$ cat src/rtl/uart_pkg.sv
`default_nettype none
// ============================================================================
//  Module      : uart_pkg
//  Description : Shared UART types and frame constants for the TX/RX units.
//  Revision    : 1.0  initial release
// ============================================================================
package uart_pkg;

  // Serializer states; the encoding is fixed so both UART units agree.
  typedef enum logic [1:0] {
    TX_IDLE  = 2'd0,
    TX_START = 2'd1,
    TX_DATA  = 2'd2,
    TX_STOP  = 2'd3
  } tx_state_t;

  // 8N1 framing: 8 data bits, one start bit and one stop bit.
  localparam int UART_DATA_BITS  = 8;
  localparam int UART_FRAME_BITS = 10;

endpackage
`default_nettype wire

$ cat src/rtl/uart_tx_unit_if.sv
`default_nettype none
// ============================================================================
//  Module      : uart_tx_unit_if
//  Description : CPU-side byte write interface of the UART transmit unit.
//                The CPU (master) strobes bytes in; the unit (slave) reports
//                FIFO full.
//  Revision    : 1.0  initial release
// ============================================================================
interface uart_tx_unit_if;
  import uart_pkg::*;

  logic [UART_DATA_BITS-1:0] uart_tx_data;
  logic                      uart_wr_en;
  logic                      full;

  modport master (
    output uart_tx_data,
    output uart_wr_en,
    input  full
  );

  modport slave (
    input  uart_tx_data,
    input  uart_wr_en,
    output full
  );

endinterface
`default_nettype wire

$ cat src/rtl/sync_fifo.sv
`default_nettype none
// ============================================================================
//  Module      : sync_fifo
//  Description : Single-clock FIFO with first-word-fall-through read data.
//                Writes while full are dropped even if a pop happens in the
//                same cycle. DEPTH must be a power of two, >= 2.
//  Revision    : 1.0  initial release
// ============================================================================
module sync_fifo #(
  parameter int WIDTH = 8,
  parameter int DEPTH = 16
) (
  input  logic                     clk,
  input  logic                     rstn,
  input  logic                     wr_en,
  input  logic [WIDTH-1:0]         wdata,
  input  logic                     rd_en,
  output logic [WIDTH-1:0]         rdata,
  output logic                     full,
  output logic                     empty,
  output logic [$clog2(DEPTH):0]   count
);

  localparam int AW    = $clog2(DEPTH);
  localparam int CNT_W = AW + 1;
  localparam logic [CNT_W-1:0] CNT_FULL = CNT_W'(DEPTH);

  logic [WIDTH-1:0] mem_q [DEPTH];
  logic [AW-1:0]    wptr_q;
  logic [AW-1:0]    rptr_q;
  logic [CNT_W-1:0] count_q;
  logic [CNT_W-1:0] count_d;
  logic             wr_ok;
  logic             rd_ok;

  // A full FIFO refuses the write regardless of a same-cycle pop.
  assign wr_ok = wr_en && !full;
  assign rd_ok = rd_en && !empty;

  assign full  = (count_q == CNT_FULL);
  assign empty = (count_q == '0);
  assign count = count_q;
  assign rdata = mem_q[rptr_q];

  // Occupancy next-state: unchanged on simultaneous push and pop.
  always_comb begin
    count_d = count_q;
    if (wr_ok && !rd_ok) begin
      count_d = count_q + 1'b1;
    end else if (!wr_ok && rd_ok) begin
      count_d = count_q - 1'b1;
    end
  end

  // Pointers and count; pointers wrap naturally at the power-of-two depth.
  always_ff @(posedge clk) begin
    if (!rstn) begin
      wptr_q  <= '0;
      rptr_q  <= '0;
      count_q <= '0;
    end else begin
      count_q <= count_d;
      if (wr_ok) wptr_q <= wptr_q + 1'b1;
      if (rd_ok) rptr_q <= rptr_q + 1'b1;
    end
  end

  // Storage array; contents need no reset because pointers define validity.
  always_ff @(posedge clk) begin
    if (wr_ok) begin
      mem_q[wptr_q] <= wdata;
    end
  end

endmodule
`default_nettype wire

$ cat src/rtl/uart_tx_unit.sv
`default_nettype none
// ============================================================================
//  Module      : uart_tx_unit
//  Description : UART transmitter. Bytes from the CPU are queued in a
//                sync_fifo and serialised as 8N1 frames on txd. Frames run
//                back-to-back while the FIFO has data.
//  Revision    : 1.0  initial release
// ============================================================================
module uart_tx_unit
  import uart_pkg::*;
#(
  parameter int CLKS_PER_BIT = 868,
  parameter int FIFO_DEPTH   = 16
) (
  input  logic             clk,
  input  logic             rstn,
  uart_tx_unit_if.slave    bus,
  output logic             txd,
  output logic             busy
);

  localparam int BAUD_W = $clog2(CLKS_PER_BIT);
  localparam int IDX_W  = $clog2(UART_DATA_BITS);
  localparam logic [BAUD_W-1:0] BAUD_LAST = BAUD_W'(CLKS_PER_BIT - 1);
  localparam logic [IDX_W-1:0]  IDX_LAST  = IDX_W'(UART_DATA_BITS - 1);

  tx_state_t                    state_q;
  logic [BAUD_W-1:0]            baud_q;
  logic [IDX_W-1:0]             bit_idx_q;
  logic [UART_DATA_BITS-1:0]    shreg_q;
  logic                         txd_q;

  logic [UART_DATA_BITS-1:0]    fifo_rdata;
  logic                         fifo_full;
  logic                         fifo_empty;
  logic [$clog2(FIFO_DEPTH):0]  fifo_count;
  logic                         baud_last;
  logic                         pop;

  sync_fifo #(
    .WIDTH (UART_DATA_BITS),
    .DEPTH (FIFO_DEPTH)
  ) u_fifo (
    .clk   (clk),
    .rstn  (rstn),
    .wr_en (bus.uart_wr_en),
    .wdata (bus.uart_tx_data),
    .rd_en (pop),
    .rdata (fifo_rdata),
    .full  (fifo_full),
    .empty (fifo_empty),
    .count (fifo_count)
  );

  assign bus.full  = fifo_full;
  assign baud_last = (baud_q == BAUD_LAST);

  // Pop from IDLE, or on the last stop-bit cycle so the next frame follows
  // with no idle gap. FWFT data is loaded into shreg_q at the same edge.
  assign pop = !fifo_empty &&
               ((state_q == TX_IDLE) || ((state_q == TX_STOP) && baud_last));

  assign txd  = txd_q;
  assign busy = (state_q != TX_IDLE) || (fifo_count != '0);

  // Serializer FSM; txd_q is loaded with the level of the state being entered.
  always_ff @(posedge clk) begin
    if (!rstn) begin
      state_q   <= TX_IDLE;
      baud_q    <= '0;
      bit_idx_q <= '0;
      shreg_q   <= '0;
      txd_q     <= 1'b1;
    end else begin
      case (state_q)
        TX_IDLE: begin
          baud_q <= '0;
          txd_q  <= 1'b1;
          if (!fifo_empty) begin
            shreg_q <= fifo_rdata;
            state_q <= TX_START;
            txd_q   <= 1'b0;
          end
        end
        TX_START: begin
          if (baud_last) begin
            baud_q    <= '0;
            bit_idx_q <= '0;
            state_q   <= TX_DATA;
            txd_q     <= shreg_q[0];
          end else begin
            baud_q <= baud_q + 1'b1;
          end
        end
        TX_DATA: begin
          if (baud_last) begin
            baud_q    <= '0;
            shreg_q   <= shreg_q >> 1;
            bit_idx_q <= bit_idx_q + 1'b1;
            if (bit_idx_q == IDX_LAST) begin
              state_q <= TX_STOP;
              txd_q   <= 1'b1;
            end else begin
              txd_q <= shreg_q[1];
            end
          end else begin
            baud_q <= baud_q + 1'b1;
          end
        end
        TX_STOP: begin
          if (baud_last) begin
            baud_q <= '0;
            if (!fifo_empty) begin
              shreg_q <= fifo_rdata;
              state_q <= TX_START;
              txd_q   <= 1'b0;
            end else begin
              state_q <= TX_IDLE;
              txd_q   <= 1'b1;
            end
          end else begin
            baud_q <= baud_q + 1'b1;
          end
        end
        default: begin
          state_q <= TX_IDLE;
          baud_q  <= '0;
          txd_q   <= 1'b1;
        end
      endcase
    end
  end

endmodule
`default_nettype wire

$ cat src/flat_wrapper.sv
// flat-port wrapper written by rule: the top's interface ports become plain ports
module uart_tx_unit_flat import uart_pkg::*;
#(
  parameter int CLKS_PER_BIT = 868,
  parameter int FIFO_DEPTH   = 16
)
  (clk, rstn, txd, busy, bus_uart_tx_data, bus_uart_wr_en, bus_full);
  uart_tx_unit_if bus_i ();
  input  logic clk;
  input  logic rstn;
  output logic txd;
  output logic busy;
  input wire logic [$bits(bus_i.uart_tx_data)-1:0] bus_uart_tx_data;
  input wire logic [$bits(bus_i.uart_wr_en)-1:0] bus_uart_wr_en;
  output wire logic [$bits(bus_i.full)-1:0] bus_full;
  assign bus_i.uart_tx_data = bus_uart_tx_data;
  assign bus_i.uart_wr_en = bus_uart_wr_en;
  assign bus_full = bus_i.full;
  uart_tx_unit #(.CLKS_PER_BIT(CLKS_PER_BIT), .FIFO_DEPTH(FIFO_DEPTH)) u_core (.clk(clk), .rstn(rstn), .bus(bus_i), .txd(txd), .busy(busy));
endmodule
$ cat config.mk
export PLATFORM = sky130hd
export DESIGN_NAME = uart_tx_unit_flat
export DESIGN_NICKNAME = d
export VERILOG_FILES = /design/src/rtl/uart_pkg.sv /design/src/rtl/uart_tx_unit_if.sv /design/src/rtl/sync_fifo.sv /design/src/rtl/uart_tx_unit.sv /design/src/flat_wrapper.sv
export SDC_FILE = /design/constraint.sdc
export NUM_CORES = 1
export LEC_CHECK = 0
export ABC_CLOCK_PERIOD_IN_PS = 2700
export CORE_MARGIN = 2
export CORE_UTILIZATION = 56
export DETAILED_ROUTE_END_ITERATION = 7
export GPL_TIMING_DRIVEN = 0
export PLACE_DENSITY = 0.8
export SLEW_MARGIN = 30
export SYNTH_ARGS = -nofsm -noshare
export SYNTH_HDL_FRONTEND = slang
export SYNTH_SLANG_ARGS = --single-unit
$ cat constraint.sdc
create_clock -name clk -period 2.7 [get_ports clk]
set_clock_uncertainty 0.1 [all_clocks]
set_input_delay 0.54 -clock clk [delete_from_list [all_inputs] [get_ports clk]]
set_output_delay 0.54 -clock clk [all_outputs]
set_load 0.005 [all_outputs]
==> impl_metrics.toml, run 1 <==
# flow metrics
[drt]
drc = 0

[synthesis]
yosys_area_um2 = 7010
compound_area_frac = 0.0607
yosys-stat-cells = 472
synth-async-reset-ratio = 0

[worst_setup_path]
cp-startpoint = "u_core.baud_q[2]"
worstPathMaxFanout = 5
crit_required_ns = 2.92
crit_type = "reg2reg"

[final_timing]
finalWorstSetupSlack_ns = 0.0295
max_clock_freq_mhz = 374
rsz0062_at_grt = "yes"

[floorplan]
coreArea_um2 = 12100
die_h_um = 116

[cells_and_area]
n_fill_cell = 828
final_util = 0.668
comb_area_um2 = 2330

[clocking]
cts_resized = 23
post_cts_buffers = 2
htree_levels = 4
clockRootBuffer = "clkbuf_16"

[min_path]
min_to = "u_core.baud_q[0]"

[global_routing]
grt_use_met2 = 0.389
grt_pass1_wl_um = 22600
grt_most_used_layer = "met2"

[status]
status = "finished, final reports clean"

[power]
p_per_area_nw_per_um2 = 965
-- run 1: report_power, final --
part	internal [mW]	switching, mW
combinational	1.04	1.22
clock	1.37	1.02
sequential	3.00	0.149
total	5.42	2.39
-- run 1: placed cells by master (no fill, tap or decap), types with 13 or more instances in the layout --
cell / n
dfxtp_1: 33
mux4_2: 22
edfxtp_1: 128
mux2i_1: 18
nor2_1: 33
nand2_1: 30
ha_1: 13
o21ai_0: 14
clkbuf_16: 17
and2_1: 13
-- run 1: cell type report --
type | instances | area share
sequential | 169 | 0.578
multi-input combinational | 266 | 0.288
clock buffer | 19 | 0.0535
tap | 168 | 0.0260
clock inverter | 13 | 0.0178
timing repair buffer | 14 | 0.0167
buffer | 21 | 0.0133
inverter | 15 | 0.00727
Run 1, the clock network:
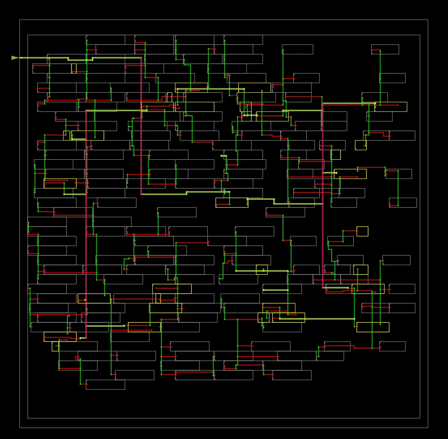
clock-net power: 2.39 mW
Clk Latency, worst-skew pair: 0.43 ns
Seq cells: 169

Run 1, port wiring:
Scale bar: 20 um.
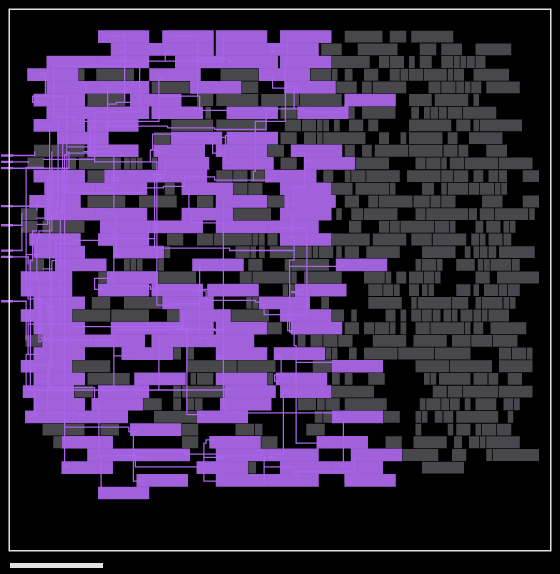
legend:
  `bus_uart_tx_data`:
    color: purple
    bits: 8
    direction: input
    end_cells: 128
    buffers: 8
    wire: 1920 um
buffers added on ports: 12
# IOs: 14

Run 1, routed metal, one color a layer:
Two of the layers only.
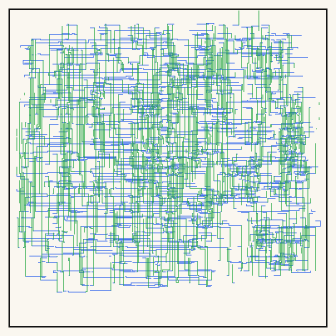
legend:
  metal 2:
    color: green
    wire_length: 7590 um
  metal 1:
    color: blue
    wire_length: 5950 um
Final Routed Wirelength: 14800 um
total track usage: 0.236
DR WL/cell: 21.7 um
vias post-DR: 4180

--- run 2 (diff from run 1) ---
- ABC_AREA: not set -> 1
- SLEW_MARGIN: 30 -> 20
Run 2, close-up of the layout:
Window x 10 to 50, y 70 to 110 um. Cells in gray, sequential cells in the stronger gray; small squares are vias.
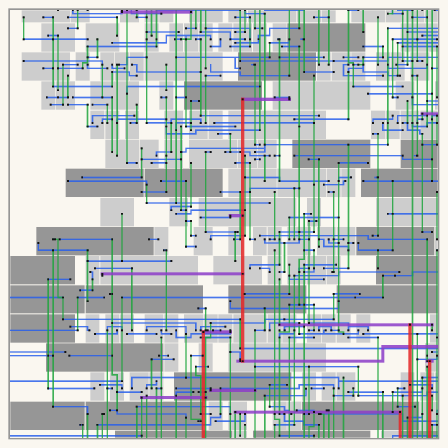
legend:
  metal 1:
    color: blue
  metal 2:
    color: green
  metal 3:
    color: purple
  metal 4:
    color: red
cells with their middle in the window: 125
netlist names of flops here include: `u_core.u_fifo.mem_q` (12), `u_core.u_fifo.wptr_q` (4), `u_core.u_fifo.count` (2)
most frequent: nand2_1 (26), inv_1 (23), edfxtp_1 (12)
sequential cells in the window: 21

Run 2, sequential cells grouped by signal name:
Scale bar: 20 um. Other sequential cells in the stronger gray, the rest of the logic in the fainter gray.
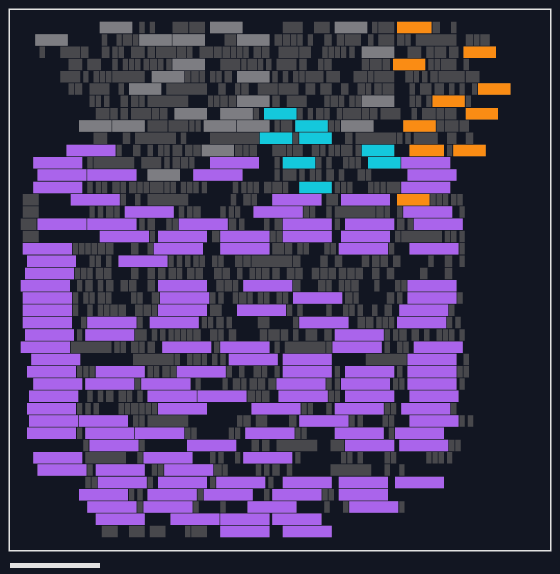
legend:
  `u_core.shreg_q`:
    color: cyan
    sequential_cells: 8
    where: north
  `u_core.u_fifo.mem_q`:
    color: purple
    sequential_cells: 128
  `u_core.baud_q`:
    color: orange
    sequential_cells: 10
    where: north-east
not colored: 23
Seq. cell area: 4670 um2
end-of-flow core utilization: 0.642
Seq group: 3.09 mW
flop share of the area: 0.553

Run 2, port wiring:
Scale bar: 20 um.
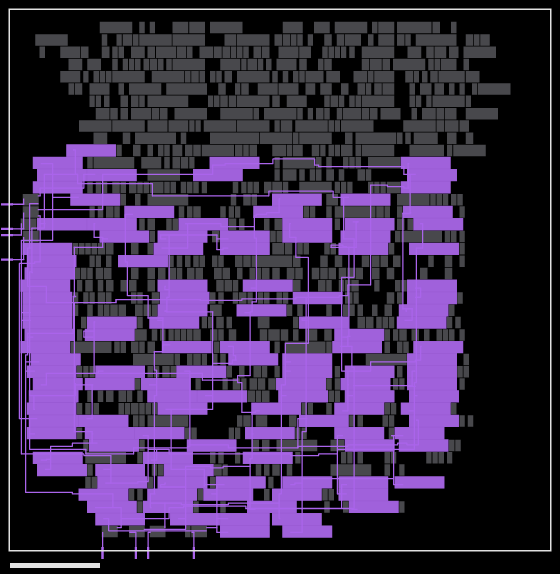
legend:
  `bus_uart_tx_data`:
    color: purple
    bits: 8
    direction: input
    end_cells: 128
    buffers: 8
    wire: 2060 um

==> impl_metrics.toml, run 2 <==
# flow metrics
[status]
status = "finished, final reports clean"

[synthesis]
synth-async-reset-ratio = 0
compound_area_frac = 0.0442
yosys_area_um2 = 7470
xor_share = 0.00704
yosys-stat-cells = 777

[cells_and_area]
comb_cells = 484
comb_share = 0.277
lay_top_cells = "219 x nand2_1, 128 x edfxtp_1, 93 x nand3_1"
inv_count = 95
largestClassByArea = "flip-flops and latches"
seq_cells = 169
nClkBuffers = 18
n_fill_cell = 1028
layout_top_cell = "nand2_1"

[worst_setup_path]
crit_type = "reg2reg"
worst-r2r-setup-slack_ns = 0.17
crit_family = "simple AND/OR/NAND/NOR gates"
crit_required_ns = 2.93
worstPathMaxFanout = 4

[final_timing]
finalWorstSetupSlack_ns = 0.166
max_clock_freq_mhz = 395
rsz0062_at_grt = "no"

[global_routing]
grt_max_degree = 17
grt_use_total = 0.244
grt_pass1_wl_um = 25800

[floorplan]
die_h_um = 119
coreArea_um2 = 13100
io_pins = 14

[clocking]
clockRootBuffer = "clkbuf_16"
htree_levels = 4
insertion_delay_ns = 0.43
post_cts_buffers = 3
cts_resized = 6

[min_path]
hold_depth = 1
min_to = "u_core.baud_q[0]"

[drt]
drc = 0
wl_per_cell_um = 16.5
routed-via-count = 5412

[placement]
portBuffers = 13

[power]
p_per_area_nw_per_um2 = 946
run 2: netlist changes by cell type in the layout (fill, tap and decap cells not counted), sizes merged, moves of 9 or more:
cell,previous run,this run
xnor2,12,3
nand2,30,224
nand3,5,94
and2,16,0
mux4,22,0
a221oi,9,0
mux2i,18,0
buf,11,24
nor2,35,71
a21oi,11,31
inv,18,98
run 2: power breakdown:
group	leakage [nW]	total, mW	internal, mW	switching [mW]
registers	1.49	3.09	2.98	0.108
logic	1.72	2.63	0.910	1.72
clock network	0.257	2.27	1.27	1.00
total	3.47	7.99	5.16	2.83
run 2: layer usage:
layer,global-route usage,part of all wire
met1,0.305,0.40
met2,0.385,0.48
met3,0.0680,0.079
met4,0.135,0.039
met5,0,0
Power figures rest on the tool's default switching activity, not on a simulated workload.
